## config.mk

```make
export PLATFORM = sky130hd
export DESIGN_NAME = sar_spi_frame_rx
export DESIGN_NICKNAME = d
export VERILOG_FILES = /design/src/rtl/sar_rx_pkg.sv /design/src/rtl/sar_rx_fifo.sv /design/src/rtl/sar_spi_frame_rx.sv
export SDC_FILE = /design/constraint.sdc
export NUM_CORES = 1
export LEC_CHECK = 0
export ABC_CLOCK_PERIOD_IN_PS = 8200
export CAP_MARGIN = 20
export CORE_ASPECT_RATIO = 1.25
export CORE_MARGIN = 3
export CORE_UTILIZATION = 60
export CTS_BUF_LIST = sky130_fd_sc_hd__clkbuf_4 sky130_fd_sc_hd__clkbuf_8 sky130_fd_sc_hd__clkbuf_16
export DETAILED_ROUTE_END_ITERATION = 8
export PLACE_DENSITY = 0.91
export SETUP_SLACK_MARGIN = 0.02
export SLEW_MARGIN = 20
export SYNTH_ARGS = -nofsm -noshare
export SYNTH_HDL_FRONTEND = slang
export SYNTH_HIERARCHICAL = 1
export SYNTH_SLANG_ARGS = --single-unit
```

## constraint.sdc

```tcl
create_clock -name clk -period 8.2 [get_ports clk]
set_clock_uncertainty 0.2 [all_clocks]
set_input_delay 1.23 -clock clk [delete_from_list [all_inputs] [get_ports clk]]
set_output_delay 1.23 -clock clk [all_outputs]
set_load 0.02 [all_outputs]
```

## src/rtl/sar_rx_pkg.sv

```systemverilog
// Shared types and default sizes for the SAR ADC SPI frame receiver.
// Contents: FSM state enum and default parameter values.
package sar_rx_pkg;

   localparam int DATA_W_DEF      = 8;
   localparam int FIFO_DEPTH_DEF  = 4;
   localparam int SYNC_STAGES_DEF = 2;
   localparam int TIMEOUT_CYC_DEF = 64;

   typedef enum logic [1:0] {
      IDLE  = 2'd0,
      SHIFT = 2'd1,
      PUSH  = 2'd2
   } rx_state_e;

endpackage

```

## src/rtl/sar_rx_fifo.sv

```systemverilog
// Synchronous first-word-fall-through FIFO for received ADC words.
// Ports: clk/reset, clr (flush), push/wdata, pop/rdata, level/full/empty.
module sar_rx_fifo
   import sar_rx_pkg::*;
#(
   parameter int DATA_W     = DATA_W_DEF,
   parameter int FIFO_DEPTH = FIFO_DEPTH_DEF
) (
   input  logic                          clk,
   input  logic                          reset,
   input  logic                          clr,
   input  logic                          push,
   input  logic                          pop,
   input  logic [DATA_W-1:0]             wdata,
   output logic [DATA_W-1:0]             rdata,
   output logic [$clog2(FIFO_DEPTH):0]   level,
   output logic                          full,
   output logic                          empty
);

   localparam int PTR_W = $clog2(FIFO_DEPTH);
   localparam int LVL_W = PTR_W + 1;

   logic [DATA_W-1:0] mem_q [FIFO_DEPTH];
   logic [PTR_W-1:0]  wr_q;
   logic [PTR_W-1:0]  rd_q;
   logic [LVL_W-1:0]  level_q;
   logic              do_push;
   logic              do_pop;

   assign full  = (level_q == LVL_W'(FIFO_DEPTH));
   assign empty = (level_q == '0);

   // A push into a full FIFO is accepted only when a pop frees the slot
   assign do_pop  = pop & ~empty;
   assign do_push = push & (~full | do_pop);

   always_ff @(posedge clk or posedge reset) begin
      if (reset) begin
         wr_q    <= '0;
         rd_q    <= '0;
         level_q <= '0;
      end else if (clr) begin
         wr_q    <= '0;
         rd_q    <= '0;
         level_q <= '0;
      end else begin
         if (do_push) wr_q <= wr_q + 1'b1;
         if (do_pop)  rd_q <= rd_q + 1'b1;
         unique case ({do_push, do_pop})
            2'b10:   level_q <= level_q + 1'b1;
            2'b01:   level_q <= level_q - 1'b1;
            default: level_q <= level_q;
         endcase
      end
   end

   always_ff @(posedge clk) begin
      if (do_push && !clr) mem_q[wr_q] <= wdata;
   end

   // Forced to zero when empty so stale storage never shows on the bus
   assign rdata = empty ? '0 : mem_q[rd_q];
   assign level = level_q;

endmodule

```

## src/rtl/sar_spi_frame_rx.sv

```systemverilog
// SAR ADC SPI capture: synchronises sclk/miso, deserialises MSB-first
// frames and streams them out via a FWFT FIFO (m_data/m_valid/m_ready).
// Ports: clk, reset, spi_sclk, spi_miso, clr, m_data, m_valid, m_ready,
// fifo_level, overflow (sticky drop), frame_err (sticky timeout).
module sar_spi_frame_rx
   import sar_rx_pkg::*;
#(
   parameter int DATA_W      = DATA_W_DEF,
   parameter int FIFO_DEPTH  = FIFO_DEPTH_DEF,
   parameter int SYNC_STAGES = SYNC_STAGES_DEF,
   parameter int TIMEOUT_CYC = TIMEOUT_CYC_DEF
) (
   input  logic                          clk,
   input  logic                          reset,
   input  logic                          spi_sclk,
   input  logic                          spi_miso,
   input  logic                          clr,
   output logic [DATA_W-1:0]             m_data,
   output logic                          m_valid,
   input  logic                          m_ready,
   output logic [$clog2(FIFO_DEPTH):0]   fifo_level,
   output logic                          overflow,
   output logic                          frame_err
);

   localparam int CNT_W = $clog2(DATA_W + 1);
   localparam int TMR_W = $clog2(TIMEOUT_CYC + 1);

   logic [SYNC_STAGES-1:0] sclk_sync_q;
   logic [SYNC_STAGES-1:0] miso_sync_q;
   logic                   sclk_prev_q;
   logic [SYNC_STAGES:0]   primed_q;
   logic                   sclk_s;
   logic                   miso_s;
   logic                   sclk_rise;

   rx_state_e         state_q;
   logic [DATA_W-1:0] shift_q;
   logic [CNT_W-1:0]  cnt_q;
   logic [TMR_W-1:0]  tmr_q;
   logic              overflow_q;
   logic              frame_err_q;

   logic fifo_push;
   logic fifo_pop;
   logic fifo_full;
   logic fifo_empty;
   logic push_ok;

   always_ff @(posedge clk or posedge reset) begin
      if (reset) begin
         sclk_sync_q <= '0;
         miso_sync_q <= '0;
         sclk_prev_q <= 1'b0;
         primed_q    <= '0;
      end else begin
         sclk_sync_q <= {sclk_sync_q[SYNC_STAGES-2:0], spi_sclk};
         miso_sync_q <= {miso_sync_q[SYNC_STAGES-2:0], spi_miso};
         sclk_prev_q <= sclk_sync_q[SYNC_STAGES-1];
         primed_q    <= {primed_q[SYNC_STAGES-1:0], 1'b1};
      end
   end

   assign sclk_s = sclk_sync_q[SYNC_STAGES-1];
   assign miso_s = miso_sync_q[SYNC_STAGES-1];

   // Edges are ignored until the cleared synchroniser has refilled, so a
   // sclk held high through reset does not look like a fresh rising edge
   assign sclk_rise = primed_q[SYNC_STAGES] & sclk_s & ~sclk_prev_q;

   assign fifo_pop  = m_valid & m_ready;
   assign fifo_push = (state_q == PUSH) & ~clr;
   assign push_ok   = ~fifo_full | fifo_pop;

   always_ff @(posedge clk or posedge reset) begin
      if (reset) begin
         state_q     <= IDLE;
         shift_q     <= '0;
         cnt_q       <= '0;
         tmr_q       <= '0;
         overflow_q  <= 1'b0;
         frame_err_q <= 1'b0;
      end else if (clr) begin
         state_q     <= IDLE;
         cnt_q       <= '0;
         tmr_q       <= '0;
         overflow_q  <= 1'b0;
         frame_err_q <= 1'b0;
      end else begin
         unique case (state_q)
            IDLE: begin
               if (sclk_rise) begin
                  shift_q <= {shift_q[DATA_W-2:0], miso_s};
                  cnt_q   <= CNT_W'(1);
                  tmr_q   <= '0;
                  state_q <= SHIFT;
               end
            end
            SHIFT: begin
               if (sclk_rise) begin
                  shift_q <= {shift_q[DATA_W-2:0], miso_s};
                  cnt_q   <= cnt_q + 1'b1;
                  tmr_q   <= '0;
                  if (cnt_q == CNT_W'(DATA_W - 1)) state_q <= PUSH;
               end else if (tmr_q == TMR_W'(TIMEOUT_CYC - 1)) begin
                  frame_err_q <= 1'b1;
                  cnt_q       <= '0;
                  state_q     <= IDLE;
               end else begin
                  tmr_q <= tmr_q + 1'b1;
               end
            end
            PUSH: begin
               if (!push_ok) overflow_q <= 1'b1;
               // The FIFO takes shift_q this cycle; an edge here opens
               // the next frame without passing through IDLE
               if (sclk_rise) begin
                  shift_q <= {shift_q[DATA_W-2:0], miso_s};
                  cnt_q   <= CNT_W'(1);
                  tmr_q   <= '0;
                  state_q <= SHIFT;
               end else begin
                  cnt_q   <= '0;
                  state_q <= IDLE;
               end
            end
            default: state_q <= IDLE;
         endcase
      end
   end

   sar_rx_fifo #(
      .DATA_W     (DATA_W),
      .FIFO_DEPTH (FIFO_DEPTH)
   ) u_fifo (
      .clk   (clk),
      .reset (reset),
      .clr   (clr),
      .push  (fifo_push),
      .pop   (fifo_pop),
      .wdata (shift_q),
      .rdata (m_data),
      .level (fifo_level),
      .full  (fifo_full),
      .empty (fifo_empty)
   );

   assign m_valid   = ~fifo_empty;
   assign overflow  = overflow_q;
   assign frame_err = frame_err_q;

endmodule

```

Clock distribution:
Bar = 20 um.
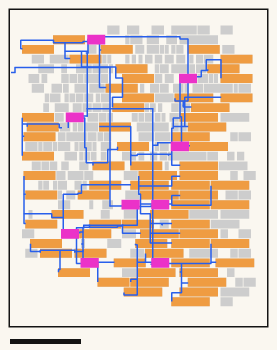
[magenta] clock drivers | count: 9
[orange] flip-flops | count: 70
[blue] clock wires | length: 816 um
flops lie	widely spread

The clock network:
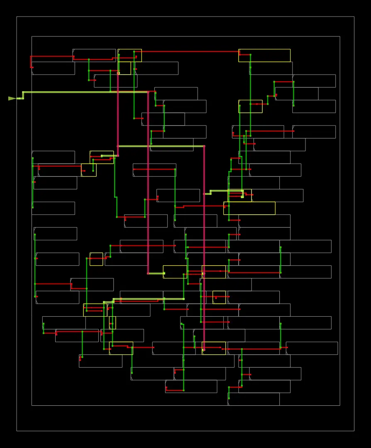
num sequential: 70
CLK BUF: 10

Register map, names as in the netlist:
Bar = 20 um. Other sequential cells in the stronger grey, the rest of the logic in the fainter grey.
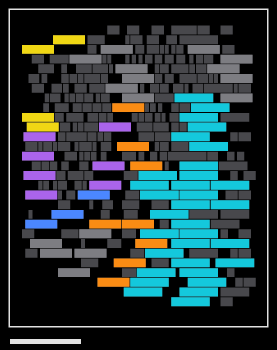
colour	netlist name	sequential cells
cyan	u_fifo/mem_q	32
blue	primed_q	3
purple	tmr_q	7
yellow	cnt_q	4
orange	shift_q	8
not coloured	16

==> results_dict.tcl <==
# metrics dict for downstream scripts
set metrics [dict create \
    status "finished clean" \
    min_period_over_period_pct 50.2 \
    rsz0062_at_grt "no" \
    largest_reg_flops 32 \
    yosys_most_used_dff "dfrtp_1" \
    worstSetupPathType "in2reg" \
    warnings 32 \
    cts_buffers 9 \
    top_register "u_fifo/mem_q" \
    worst-endpoint-required_ps 8250 \
    worstReg2RegStart "u_fifo/level[0]" \
    drtIter0Drc 203 \
    cts_root_buf "clkbuf_8" \
    r2r_end "u_fifo/level[2]" \
    worstSetupEndpoint "u_fifo/level[2]" \
    die_h_um 88.6 \
    yosysSeqAreaShare_pct 58.4 \
    stdcell_count 333 \
    dp_slack_ps 3770 \
    initial_utilization_pct 63.1 \
    hpwl_um 3770 \
    p_per_area_nw_per_um2 207 \
    core_sq_um 5190 \
    firstDrtPassIters 4 \
    ctsHtreeMaxLevel 3 \
    cts_resized 0 \
    path_cells "clkdlybuf4s50_1, nor2b_1, nand2b_4, nor2_1, fa_1, or4_1, a31oi_1" \
    synth_stat.cells 247 \
    grt_max_degree 32 \
    place_inst 317 \
    ir_drop_mv 0.139 \
    clock_latency_ps 340 \
    hp-start "primed_q[0]" \
    route.detailed.drc 0 \
    max_slew_margin_pct 43.0 \
    top_logic_kind "simple AND/OR/NAND/NOR gates" \
    hold-path-endpoint "primed_q[1]" \
    crit_family "simple AND/OR/NAND/NOR gates" \
    ys_sh_adder_pct 4.44 \
    post-cts-setup-buffer-count 0 \
    reg.largest.list "u_fifo/mem_q: 32 flops, shift_q: 8 flops, tmr_q: 7 flops" \
    grt_antenna_before_repair 0 \
    fmax_ghz 0.243 \
    yosysChipArea_sq_um 3270 \
    drive_above_1_share_pct 15.1 \
    setup_tns_ps 0 \
    xor_share_pct 1.07 \
    cp_slowest_cell "clkdlybuf4s50_1" \
    async_flop_share_pct 54.3 \
    ys_sh_simple_pct 14.6 \
    syn_to_final_growth_pct 13.4 \
    hold_viol 0 \
    diodes 0 \
    vias 2035 \
    timing.final.crit_period_ps 4120 \
    grt_pass1_vias 1976 \
    min_path_type "reg2reg" \
    ant_nets 0 \
    die-area_sq_um 6380 \
    grt_overflow 0 \
    cp_num_cells 7 \
    ys_sh_aoi_pct 9.22 \
    cts_num_sinks 70 \
    totalWireLength_um 5510 \
    drv_slew 0 \
    fp-row-count 29 \
    utilization_pct 71.5 \
    syn_inst 247 \
    cp-startpoint "clr" \
    maxCapViolCount 0 \
    max_stage_delay_ps 820 \
    worst_setup_path_end_kind "flop" \
    crit_arrival_ps 4170 \
    yosys_warnings 6 \
    mux_share_pct 9.02 \
]
Cell sizes after repair:
Bar = 20 um.
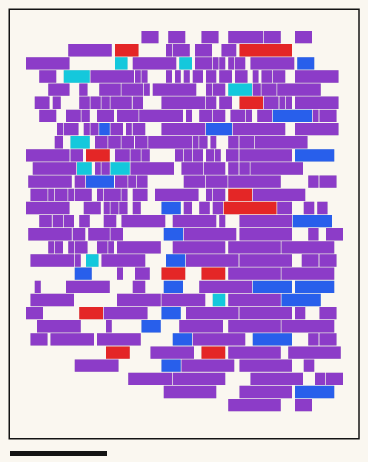
colour	size	cells	share
red	_6 and larger	11	4.1%
cyan	_3 and _4 cells	9	3.3%
purple	_0 and _1 cells	230	85%
blue	_2 cells	21	7.7%

Zoomed window:
Region (39, 7) to (69, 37) um. Cells in grey, sequential cells in the stronger grey; small squares are vias.
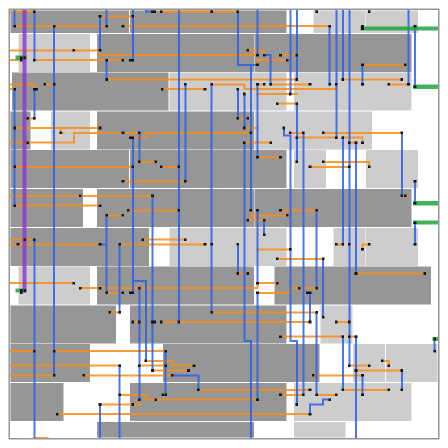
colour	layer
blue	metal 2
orange	metal 1
purple	metal 4
green	metal 3
netlist names of flops here include	u_fifo/mem_q (18), shift_q (1)
cells with their middle in the window	36
most frequent	edfxtp_1 (18), clkdlybuf4s50_1 (5), mux4_2 (5)
sequential cells in the window	19

## stage by stage
step                instance area [sq um]  hold slack, ps
floorplan                            3270             131
global placement                     3480             132
detailed placement                   3480             136
CTS                                  3700             152
global route                         3710             163
finish                               3710             148
## routing by layer
layer	share of wire [%]	vias up	GRT usage, %
li1	-	954	-
met1	43	1019	25.2
met2	51	49	32.1
met3	3.7	13	4.32
met4	2.4	0	10.3
met5	0	-	0
## synthesized netlist by cell type, drive strengths merged, types with 5 or more instances
cell	instances	area (sq um)
dfrtp	38	951
edfxtp	32	961
nor2	14	52.6
nand2	12	45.0
nor2b	12	75.1
ha	10	125
inv	10	37.5
mux2	9	105
mux4	8	180
a21oi	7	35.0
buf	7	45.0
and2	6	37.5
o211ai	6	45.0
o21ai	6	30.0
clkbuf	5	18.8
nor3	5	30.0
or4	5	37.5
## cells in the final DEF (no fill, tap or decap), types with 7 or more instances in the layout
cell type / count
a21oi_1: 7
clkbuf_8: 9
clkdlybuf4s50_1: 19
dfrtp_1: 38
edfxtp_1: 32
ha_1: 10
inv_1: 10
mux2_2: 8
mux4_2: 8
nand2_1: 12
nor2_1: 14
nor2b_1: 12
## where the power goes
group / switching, uW / leakage [uW] / internal (uW)
combinational: 31.3 / 0.000553 / 29.2
clock: 127 / 0.000104 / 174
sequential: 17.5 / 0.000799 / 390
## layout make-up
type | instances | area, sq um
clock buffers | 10 | 131
inverters | 10 | 37.5
multi-input cells | 155 | 1270
repair buffers | 20 | 198
fillers | 350 | 1480
flip-flops and latches | 70 | 1910
well taps | 62 | 77.6
clock inverters | 6 | 87.6
Power figures rest on the tool's default switching activity, not on a simulated workload.
